Design poly_sched_flat, sky130hd; sources not shown.
Figure 1. Floorplan with the power grid (run 1).
Bar = 20 um. Pins as bars on the die edge.
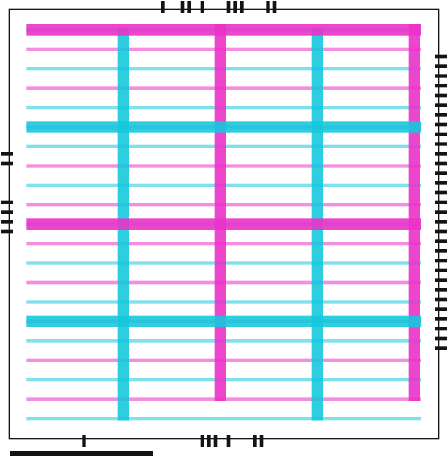
Key: cyan = VSS; magenta = VDD
53 signal pins sit on the boundary. 21 met1 rails follow the rows.
die width: 59.90 um
Die Span Y: 59.90 um
core area: 3003 sq um
peak supply drop: 480.5 uV

Figure 2. Cell classes on the final placement (run 1).
Bar = 20 um.
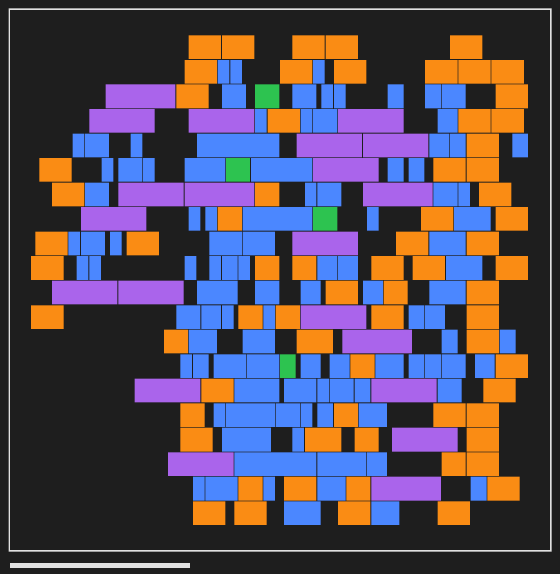
Key: orange = other buffers and delay cells [cells 69]; green = clock drivers and dummy loads [cells 4]; purple = flops [cells 21]; blue = all other logic [cells 103]
Cell Rows: 20
flop share of the area: 0.2257
post-route cell area: 1891 sq um
final core utilization: 0.6296

Figure 3. Routed clock nets over the placement (run 1).
Bar = 20 um.
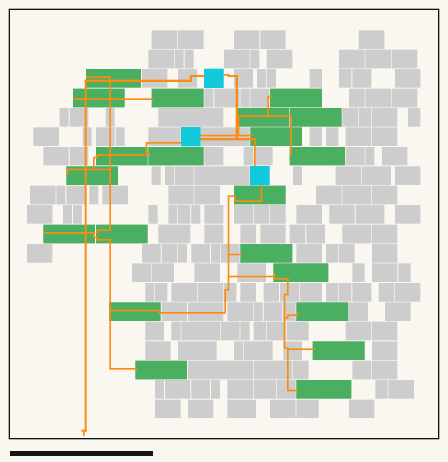
Key: cyan = cells driving clock nets [count 3]; orange = clock wires [length 292 um]; green = flip-flops [count 21]
There are 4 routed clock nets.
worst skew pair latency: 0.31 ns
Clk network pwr share: 0.134
Clock group: 260 uW

==> impl_metrics.json, run 1 <==
{
  "status": "finished, violations left",
  "violations": "setup timing",
  "period_minus_slack_ns": 1.710,
  "synth_nets": 177,
  "yosysWarnings": 0,
  "final.setup.worst_slack_ns": -0.1096,
  "top_cell": "nor2_1",
  "openroad.warnings": 32,
  "clk_pin_slew_ns": 0.12,
  "grt_usage": 0.2006,
  "netlist_area_sq_um": 1125,
  "crit_type": "flop to flop",
  "powerDensity_nw_per_um2": 1024,
  "slew_viol_final": 0,
  "drt-met1-wl_mm": 1.237,
  "worst_pin_slew_ns": 0.3316,
  "critPathMaxStageDelay_ns": 0.38,
  "cts_max_path_buffers": 2,
  "die_area_sq_um": 3587,
  "cts_buffers": 3,
  "hold_viol_final": 0,
  "maxCapViolCount": 0,
  "wl_mm": 3.423,
  "end_kind": "flop",
  "final_cell_mix": "52 x clkdlybuf4s50_1, 24 x nor2_1, 16 x dfxtp_1",
  "synthTopCellsByArea": "dfxtp_1 37%, a211oi_1 8.7%, nor2_1 8.0%",
  "rsz0062_at_grt": "yes",
  "syn_area_per_cell_sq_um": 8.457,
  "grt.met3_usage": 0.04978,
  "cp_max_fo": 4,
  "diodes": 0,
  "synth_cell_type_count": 34,
  "critPathArrivalTime_ns": 1.76,
  "synth_seq_share": 0.3737,
  "antenna_found_initial": 0,
  "drive_gt1_frac": 0.2487,
  "globalRouteMet1Util": 0.2082,
  "post-cts-setup-buffers": 5,
  "grt_pass1_wl_mm": 5.333,
  "port_buffers": 52,
  "largest_reg_flops": 8,
  "dpl_cell_area_sq_um": 1712,
  "setup_viol": 3,
  "syn2layout_area_growth_pct": 68.08,
  "routed_via_density": 5.478,
  "htree_levels": 1,
  "synthFlopType": "dfxtp_1",
  "logic_area_sq_um": 706.9,
  "first_pass_iters": 4,
  "clkSinkCount": 21,
  "whs_ns": 0.2832,
  "overflow": 0,
  "setup_tns_ns": -0.3136,
  "cts_root_buf": "clkbuf_4"
}
run 1: worst max-delay path, delay by kind of cell (launching register included):
family,cells,cell delay [ns]
and+or+nand+nor,2,0.60
buffers and inverters,1,0.11
AOI/OAI and AO/OA,2,0.26
DFF,1,0.38
adders and majority gates,1,0.11
run 1: area by class of cell:
class / instances / share of cell area
clock inverter: 1 / 0.002647
timing repair buffer: 69 / 0.3468
multi-input combinational: 95 / 0.3739
clock buffer: 3 / 0.01191
sequential: 21 / 0.2257
tap: 33 / 0.02184
inverter: 8 / 0.01721
run 1: kinds of logic after synthesis:
logic type                 share of synthesized area
AOI/OAI and AO/OA                             0.2603
adders and majority gates                    0.06674
buffers and inverters                        0.07230
DFF                                           0.3737
muxes                                        0.05784
and+or+nand+nor                               0.1691
Figure 4. Track usage over the die (run 1).
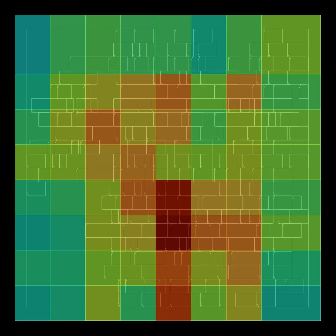

==> run 1 -> run 2 <==
Settings changed: CORE_MARGIN 2 to 3.
Figure 5. Track usage over the die (run 2).
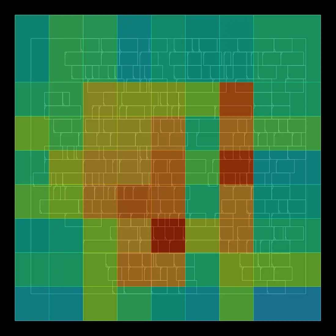
global routing usage on met3: 0.03099
routed len/inst: 13.68 um
met2 Usage GRT: 0.2960
final core utilization: 0.6529

==> run 2 against run 1 <==
Compared with the run above: highest routed layer unchanged; the flow still finishes with violations (setup timing); via count fell by 3.4%; clock power is 3% lower; worst setup slack lost 0.0030 ns; largest cell class unchanged; sequential share of layout area increased by 0.22 points; sequential power barely moved; register-to-register slack about the same.
==> impl_metrics.json, run 2 <==
{
  "status": "finished, violations left",
  "violations": "setup timing",
  "period_minus_slack_ns": 1.713,
  "synthTopCellsByArea": "dfxtp_1 37%, a211oi_1 8.7%, nor2_1 8.0%",
  "final_cell_mix": "51 x clkdlybuf4s50_1, 23 x nor2_1, 17 x dfxtp_1",
  "common_cells": "24 x nor2_1, 21 x dfxtp_1, 13 x a211oi_1, 11 x o21ai_0, 8 x inv_1",
  "overflow": 0,
  "clk_pin_slew_ns": 0.12,
  "sh_seq_area": 0.2278,
  "final_antenna_net_count": 0,
  "synth_seq_share": 0.3737,
  "openroad.warnings": 32,
  "drt-met1-wl_mm": 1.366,
  "dpl_cell_area_sq_um": 1738,
  "globalRouteMet1Util": 0.2048,
  "setup_tns_ns": -0.3772,
  "area_share_nonclk_buffers": 0.3404,
  "diodes": 0,
  "worst-path-stages": 6,
  "wl_met2_mm": 1.600,
  "cts_max_path_buffers": 2,
  "synth_nets": 177,
  "antenna_found_initial": 0,
  "cts_buffers": 3,
  "comb_share": 0.3704,
  "clock_area_frac": 0.01466,
  "flop-count": 21,
  "drt_iter0_drc": 76,
  "ir_worst_vdd_uv": 762.0,
  "place_ws_ns": -0.1146,
  "top_cell": "nor2_1",
  "slew_viol_final": 0,
  "logic_gates": 95,
  "maxCapViolCount": 0,
  "crit_type": "flop to flop",
  "grt_pass1_wl_mm": 4.830,
  "grt_usage": 0.1652,
  "final.setup.worst_slack_ns": -0.1126,
  "htree_levels": 1,
  "nNonClkInverters": 8,
  "logic_area_sq_um": 695.7,
  "cp_max_fo": 4,
  "path_buffers": 1,
  "die_area_sq_um": 3831,
  "yosysWarnings": 0,
  "fill_cells": 239,
  "core_area_sq_um": 2877,
  "die_x_um": 61.90,
  "port_buffers": 52,
  "critPathArrivalTime_ns": 1.75,
  "powerDensity_nw_per_um2": 999.2,
  "clkSinkCount": 21,
  "seq_area_sq_um": 427.9,
  "cts_root_buf": "clkbuf_4",
  "top_layer_used": "met4",
  "first_pass_iters": 4,
  "worst_skew_pair.late_latency_ns": 0.29,
  "fp-row-count": 19,
  "worst_pin_slew_ns": 0.3937,
  "largest_reg_flops": 8,
  "syn2layout_area_growth_pct": 66.96,
  "wl_mm": 3.242,
  "netlist_area_sq_um": 1125,
  "n_tap_cell": 42,
  "dieHeight_um": 61.90,
  "whs_ns": 0.2976,
  "synth_cell_type_count": 34,
  "area_dominant_class": "multi-input combinational cells",
  "routed_via_density": 5.135,
  "syn_area_per_cell_sq_um": 8.457,
  "synthFlopType": "dfxtp_1",
  "design_area_sq_um": 1878,
  "setup_viol": 4,
  "cp_top_family": "simple AND/OR/NAND/NOR gates",
  "buffers": 67,
  "critPathMaxStageDelay_ns": 0.39,
  "post-cts-setup-buffers": 3,
  "hold_viol_final": 0,
  "n_clock_buffer": 3,
  "end_kind": "flop"
}
[run 2: worst min-delay path, stage by stage]
cell	delay [ns]
clkdlybuf4s50_1	0.40
nor2_1	0.08
a211oi_1	0.07
[run 2: logic make-up (layout without fill, tap and decap cells)]
group / Yosys count / in the layout / share of synthesized area
AOI/OAI and AO/OA: 45 / 45 / 0.2603
and+or+nand+nor: 38 / 38 / 0.1691
DFF: 21 / 21 / 0.3737
buffers and inverters: 17 / 79 / 0.07230
adders and majority gates: 6 / 6 / 0.06674
muxes: 6 / 6 / 0.05784
[run 2: power breakdown]
part	leakage [nW]	switching, mW	internal [mW]
combinational	0.547	0.440	0.498
sequential	0.176	0.0728	0.614
clock	0.0177	0.159	0.0929
Power and IR drop assume default switching activity.
